--- config.mk ---
export PLATFORM = sky130hd
export DESIGN_NAME = srm_regfile_mp
export DESIGN_NICKNAME = d
export VERILOG_FILES = /design/src/rtl/srm_rf_pkg.sv /design/src/rtl/srm_rf_scoreboard.sv /design/src/rtl/srm_regfile_mp.sv
export SDC_FILE = /design/constraint.sdc
export NUM_CORES = 2
export LEC_CHECK = 0
export CAP_MARGIN = 40
export CORE_ASPECT_RATIO = 2
export CORE_MARGIN = 3
export CORE_UTILIZATION = 57
export DETAILED_ROUTE_END_ITERATION = 12
export GPL_TIMING_DRIVEN = 0
export PLACE_DENSITY_LB_ADDON = 0.1
export REMOVE_ABC_BUFFERS = 1
export SLEW_MARGIN = 5
export SYNTH_ARGS = -nofsm -noshare
export SYNTH_HDL_FRONTEND = slang
export SYNTH_SLANG_ARGS = --single-unit
export TNS_END_PERCENT = 20
--- constraint.sdc ---
create_clock -name clk -period 90.2 [get_ports clk]
set_input_delay 27.06 -clock clk [delete_from_list [all_inputs] [get_ports clk]]
set_output_delay 27.06 -clock clk [all_outputs]
set_load 0.03 [all_outputs]
--- src/rtl/srm_rf_pkg.sv ---
// Shared index map, storage types and helpers for the SRM register file.
// Index types are sized for the largest supported file; callers zero-extend into ridx_t.
package srm_rf_pkg;

  localparam int RF_MAX_AW = 16;

  localparam int ZERO_IDX = 0;
  localparam int SR_IDX   = 1;
  localparam int PC_IDX   = 2;
  localparam int IR_IDX   = 3;
  localparam int LINK_OFS = 3;

  typedef logic [31:0]          xword_t;
  typedef logic [RF_MAX_AW-1:0] ridx_t;

  // Indices 0..2 are synthesised (zero, status, pc) and never hold state.
  function automatic logic is_special(ridx_t idx);
    return idx <= ridx_t'(PC_IDX);
  endfunction

endpackage

--- src/rtl/srm_rf_scoreboard.sv ---
// Pending-load bits: one per register, set by load issue, cleared by writeback or trap save.
// Latency: lookups are combinational; updates take effect after the clock edge. No backpressure.
module srm_rf_scoreboard
  import srm_rf_pkg::*;
#(
  parameter int NREGS = 32,
  parameter int NRD   = 2,
  parameter int AW    = $clog2(NREGS)
) (
  input  logic            clk,
  input  logic            rst,
  input  logic            issue,
  input  logic [AW-1:0]   issue_sel,
  input  logic            wb,
  input  logic [AW-1:0]   wb_sel,
  input  logic            trap,
  input  logic [NRD*AW-1:0] look,
  output logic [NRD-1:0]  hit
);

  localparam logic [AW-1:0] LINK = AW'(NREGS - LINK_OFS);

  logic [NREGS-1:0] pend;
  logic [NREGS-1:0] pend_nxt;

  // Clears are applied first so a same-cycle issue to the same index leaves it set.
  always_comb begin
    pend_nxt = pend;
    if (wb)
      pend_nxt[wb_sel] = 1'b0;
    if (trap)
      pend_nxt[LINK] = 1'b0;
    if (issue && !is_special(ridx_t'(issue_sel)))
      pend_nxt[issue_sel] = 1'b1;
  end

  always_ff @(posedge clk or posedge rst) begin
    if (rst)
      pend <= '0;
    else
      pend <= pend_nxt;
  end

  for (genvar g = 0; g < NRD; g++) begin : g_look
    logic [AW-1:0] idx;
    assign idx    = look[g*AW +: AW];
    assign hit[g] = pend[idx] & ~is_special(ridx_t'(idx));
  end

endmodule

--- src/rtl/srm_regfile_mp.sv ---
// Multi-read-port SRM register file with kernel-protected status, trap link save and load scoreboard.
// Reads 0-cycle combinational, writes on clk edge, no backpressure; SRM_RF_BYPASS_EN forwards same-cycle writes.
module srm_regfile_mp
  import srm_rf_pkg::*;
#(
  parameter int              XLEN   = 32,
  parameter int              NREGS  = 32,
  parameter int              NRD    = 2,
  parameter int              SRW    = 4,
  parameter logic [SRW-1:0]  SR_RST = 4'b1000,
  parameter int              KBIT   = 0,
  localparam int             AW     = $clog2(NREGS),
  localparam int             SW     = $clog2(SRW)
) (
  input  logic                clk,
  input  logic                rst,
  input  logic [XLEN-1:0]     din,
  input  logic                c_we,
  input  logic [AW-1:0]       csel,
  input  logic [NRD*AW-1:0]   rsel,
  output logic [NRD*XLEN-1:0] rdata,
  output logic [NRD-1:0]      rpend,
  input  logic [XLEN-1:0]     pc,
  input  logic                ir_tsf,
  input  logic                sr_we,
  input  logic [SW-1:0]       sr_sel,
  input  logic                sr_in,
  input  logic                ks,
  input  logic                ld_issue,
  input  logic [AW-1:0]       ld_sel,
  output logic [XLEN-1:0]     ir,
  output logic [SRW-1:0]      sr
);

  localparam logic [AW-1:0] LINK = AW'(NREGS - LINK_OFS);
  localparam logic [AW-1:0] IR   = AW'(IR_IDX);

  logic [XLEN-1:0] regs [NREGS];
  logic [SRW-1:0]  status;
  logic [SRW-1:0]  status_nxt;
  logic [XLEN-1:0] sr_ext;
  logic [NRD-1:0]  pend_hit;

  // Kernel check uses the pre-edge flag; ks is applied last so it beats a clear of KBIT.
  always_comb begin
    status_nxt = status;
    if (sr_we && status[KBIT] && (int'(sr_sel) < SRW))
      status_nxt[sr_sel] = sr_in;
    if (ks)
      status_nxt[KBIT] = 1'b1;
  end

  always_ff @(posedge clk or posedge rst) begin
    if (rst) begin
      for (int i = 0; i < NREGS; i++)
        regs[i] <= '0;
      status <= SR_RST;
    end else begin
      if (c_we && !is_special(ridx_t'(csel)))
        regs[csel] <= din;
      if (ir_tsf)
        regs[LINK] <= pc;
      status <= status_nxt;
    end
  end

  always_comb begin
    sr_ext           = '0;
    sr_ext[SRW-1:0]  = status;
  end

  assign sr = status;

  srm_rf_scoreboard #(
    .NREGS (NREGS),
    .NRD   (NRD),
    .AW    (AW)
  ) u_scoreboard (
    .clk       (clk),
    .rst       (rst),
    .issue     (ld_issue),
    .issue_sel (ld_sel),
    .wb        (c_we),
    .wb_sel    (csel),
    .trap      (ir_tsf),
    .look      (rsel),
    .hit       (pend_hit)
  );

  for (genvar g = 0; g < NRD; g++) begin : g_rd
    logic [AW-1:0]   idx;
    logic [XLEN-1:0] base;
    logic [XLEN-1:0] rd;
    logic            byp;

    assign idx = rsel[g*AW +: AW];

    always_comb begin
      if (idx == AW'(ZERO_IDX))
        base = '0;
      else if (idx == AW'(SR_IDX))
        base = sr_ext;
      else if (idx == AW'(PC_IDX))
        base = pc;
      else
        base = regs[idx];
    end

    // Trap save has priority on LINK, matching the write ordering above.
    always_comb begin
      byp = 1'b0;
      rd  = base;
`ifdef SRM_RF_BYPASS_EN
      if (!rst && !is_special(ridx_t'(idx))) begin
        if (ir_tsf && idx == LINK) begin
          byp = 1'b1;
          rd  = pc;
        end else if (c_we && idx == csel) begin
          byp = 1'b1;
          rd  = din;
        end
      end
`endif
    end

    assign rdata[g*XLEN +: XLEN] = rd;
    assign rpend[g]              = pend_hit[g] & ~byp;
  end

  always_comb begin
    ir = regs[IR];
`ifdef SRM_RF_BYPASS_EN
    if (!rst && c_we && csel == IR)
      ir = din;
`endif
  end

endmodule

==> images/layer_met2.png <==
(1.5 px per um)
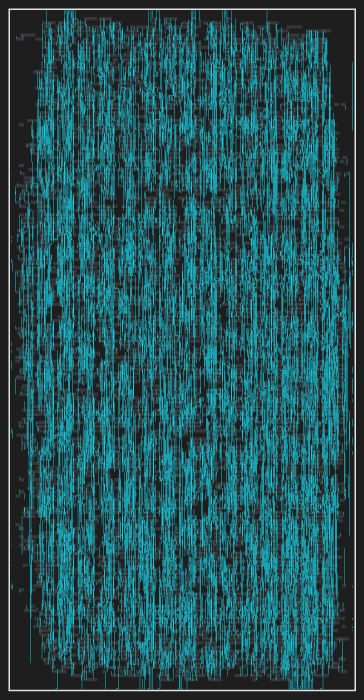
share of all routed wire: 50%
main direction: vertical
nets with wire on the layer: 3589
longest straight run: 119 um
wire length on this layer: 89.3 mm
Routed WL: 178000 um
routed vias: 36600
met2 track demand over resource in global routing: 58.3%

==> PnR_summary.wiki <==
== Flow metrics ==
{| class="wikitable"
! Metric !! Value
|-
| Outcome || completed
|-
| Clock root buffer master || sky130_fd_sc_hd__clkbuf_16
|-
| Peak fanout along the critical path || about 72
|-
| Placer's final routability congestion estimate || roughly 0.8
|-
| Fraction of area in registers || ~41%
|-
| Routing usage on met1 || 42.9%
|-
| Core utilization at floorplan || between 50% and 60%
|-
| VDD IR-drop max || between 0.015 and 0.02 mV
|-
| Total inserted antenna cells || 4
|-
| RSZ-0062 raised after global routing || false
|-
| Post-detailed-route count of antenna-violating nets || 0
|-
| Routed met1 length || ~65000 um
|-
| CTS Buf Count || 96
|-
| Final TNS setup || 0 ns
|-
| Pin count of the biggest net entering global routing || 135
|-
| Chip Height || 453 um
|-
| # nets final || roughly 3800
|-
| Remaining Overflow, GRT || 0
|-
| F_max || 17.2 MHz
|-
| Post CTS Setup Buffer Count || 0
|-
| Total power divided by cell area || 21.5 nW/um^2
|-
| Arrival time at the worst endpoint || 31.22 ns
|-
| Clock Buffer Count || ~140
|-
| Bufs on Longest Clock Path || 3
|-
| Reg-to-reg setup timing slack || 89.04 ns
|-
| Top routing layer in use || met5
|-
| Mean Syn Cell Area || 14.8 sq um
|-
| Critical path capture point type || primary output
|-
| Category of the most critical setup path || in -> out
|-
| Layout buffering overhead excluding clock cells || roughly 6.7%
|-
| Highest-utilization routing layer at the global route stage || met2
|-
| Worst min-delay path category || reg -> reg
|-
| Gate Count Post-Synth || 3856
|-
| Fraction of registers with async set or reset after synthesis || 100%
|-
| Area grow syn2layout || 12.4%
|-
| Wire length of the first global-routing pass || between 200000 and 300000 um
|-
| Iteration-0 DRC Markers || roughly 3500
|-
| Synthesized chip area reported by yosys || 57000 sq um
|-
| Flop count || 1057
|-
| Total instance count after detailed placement || a little under 5000
|-
| Post-route clock period utilization || between 60% and 70%
|-
| Portion of the post-synthesis area used by sequential elements || a little under half
|-
| Final-report setup violation count || 0
|-
| Placeable core region || between 90000 and 100000 sq um
|-
| Number of top-level pins || approximately 200
|-
| Post-route setup slack || around 32 ns
|}
==> images/placement_by_type.png <==
(1 px per um) Fill, decap, tap and diode cells in grey.
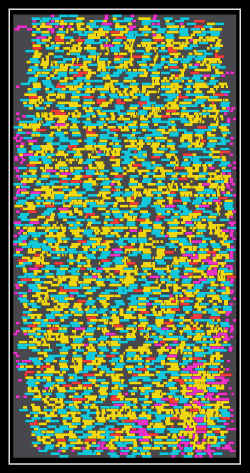
| colour | class | cells |
|---|---|---|
| yellow | combinational and other logic | 2280 |
| magenta | other buffers and delay cells | 297 |
| red | clock drivers and dummy loads | 171 |
| cyan | flops | 1057 |
final standard cell utilization of the core: 64.8%
Design Area, Final: 64100 sq um

## cells by family after synthesis
family | synth area share, %
muxes | 42.7
AOI/OAI and AO/OA | 3.79
buffers and inverters | 4.34
and+or+nand+nor | 2.74
DFF | 46.4
## worst paths after layout
| check | from | endpoint | cells past startpoint |
|---|---|---|---|
| worst max-delay path | rsel[5] | rdata[60] | 10 |
| worst min-delay path | regs[940]$_DFFE_PP0P_ | regs[940]$_DFFE_PP0P_ | 0 |
| worst max register to register | sr[0]$_DFFE_PP0P_ | sr[1]$_DFFE_PP0P_ | 3 |
| worst min register to register | regs[940]$_DFFE_PP0P_ | regs[940]$_DFFE_PP0P_ | 0 |
| max in group asynchronous | rst | regs[448]$_DFFE_PP0P_ | 5 |
| min in group asynchronous | rst | regs[1000]$_DFFE_PP0P_ | 2 |
## placed cells by master, fill, tap and decap left out, types with 9 or more instances in the layout
cell type and instances:
sky130_fd_sc_hd__mux2i_1 106, sky130_fd_sc_hd__o21ai_0 89, sky130_fd_sc_hd__and2_1 13, sky130_fd_sc_hd__a32o_1 9, sky130_fd_sc_hd__buf_8 16, sky130_fd_sc_hd__nor2_1 74, sky130_fd_sc_hd__nand2_4 13, sky130_fd_sc_hd__o211ai_1 12
sky130_fd_sc_hd__nand2b_1 10, sky130_fd_sc_hd__nor2_4 17, sky130_fd_sc_hd__buf_12 30, sky130_fd_sc_hd__nor3b_1 16, sky130_fd_sc_hd__a21o_1 10, sky130_fd_sc_hd__mux2_2 980, sky130_fd_sc_hd__a211oi_1 46, sky130_fd_sc_hd__a22oi_1 15
sky130_fd_sc_hd__clkbuf_8 24, sky130_fd_sc_hd__a21oi_1 16, sky130_fd_sc_hd__clkdlybuf4s50_1 184, sky130_fd_sc_hd__buf_16 54, sky130_fd_sc_hd__clkbuf_1 15, sky130_fd_sc_hd__mux4_2 533, sky130_fd_sc_hd__mux4_1 9, sky130_fd_sc_hd__clkinv_2 15
sky130_fd_sc_hd__nor2b_1 13, sky130_fd_sc_hd__o22ai_1 20, sky130_fd_sc_hd__bufinv_16 11, sky130_fd_sc_hd__o31ai_1 25, sky130_fd_sc_hd__clkbuf_16 100, sky130_fd_sc_hd__dfrtp_1 1056, sky130_fd_sc_hd__a22o_1 20, sky130_fd_sc_hd__nor3_1 26
sky130_fd_sc_hd__nand2_1 109
## critical path: stages
cell,delay (ns)
sky130_fd_sc_hd__buf_8,0.10
sky130_fd_sc_hd__buf_16,0.26
sky130_fd_sc_hd__buf_16,0.34
sky130_fd_sc_hd__nor3b_1,0.77
sky130_fd_sc_hd__nand2_1,0.70
sky130_fd_sc_hd__nand2_2,0.53
sky130_fd_sc_hd__buf_12,0.25
sky130_fd_sc_hd__nor3b_1,0.08
sky130_fd_sc_hd__a221o_1,0.32
sky130_fd_sc_hd__clkdlybuf4s50_1,0.63
## state kept, by name, indices dropped and copies added (netlist names)
name,flops
ir,32
sr,4
regs,989
u_scoreboard.pend,32
## report_power, final
part / total (mW) / switching (mW) / internal, mW
Combinational: 0.312 / 0.130 / 0.183
Clock: 0.441 / 0.188 / 0.253
Sequential: 0.623 / 0.0653 / 0.558
Power and IR drop assume default switching activity.
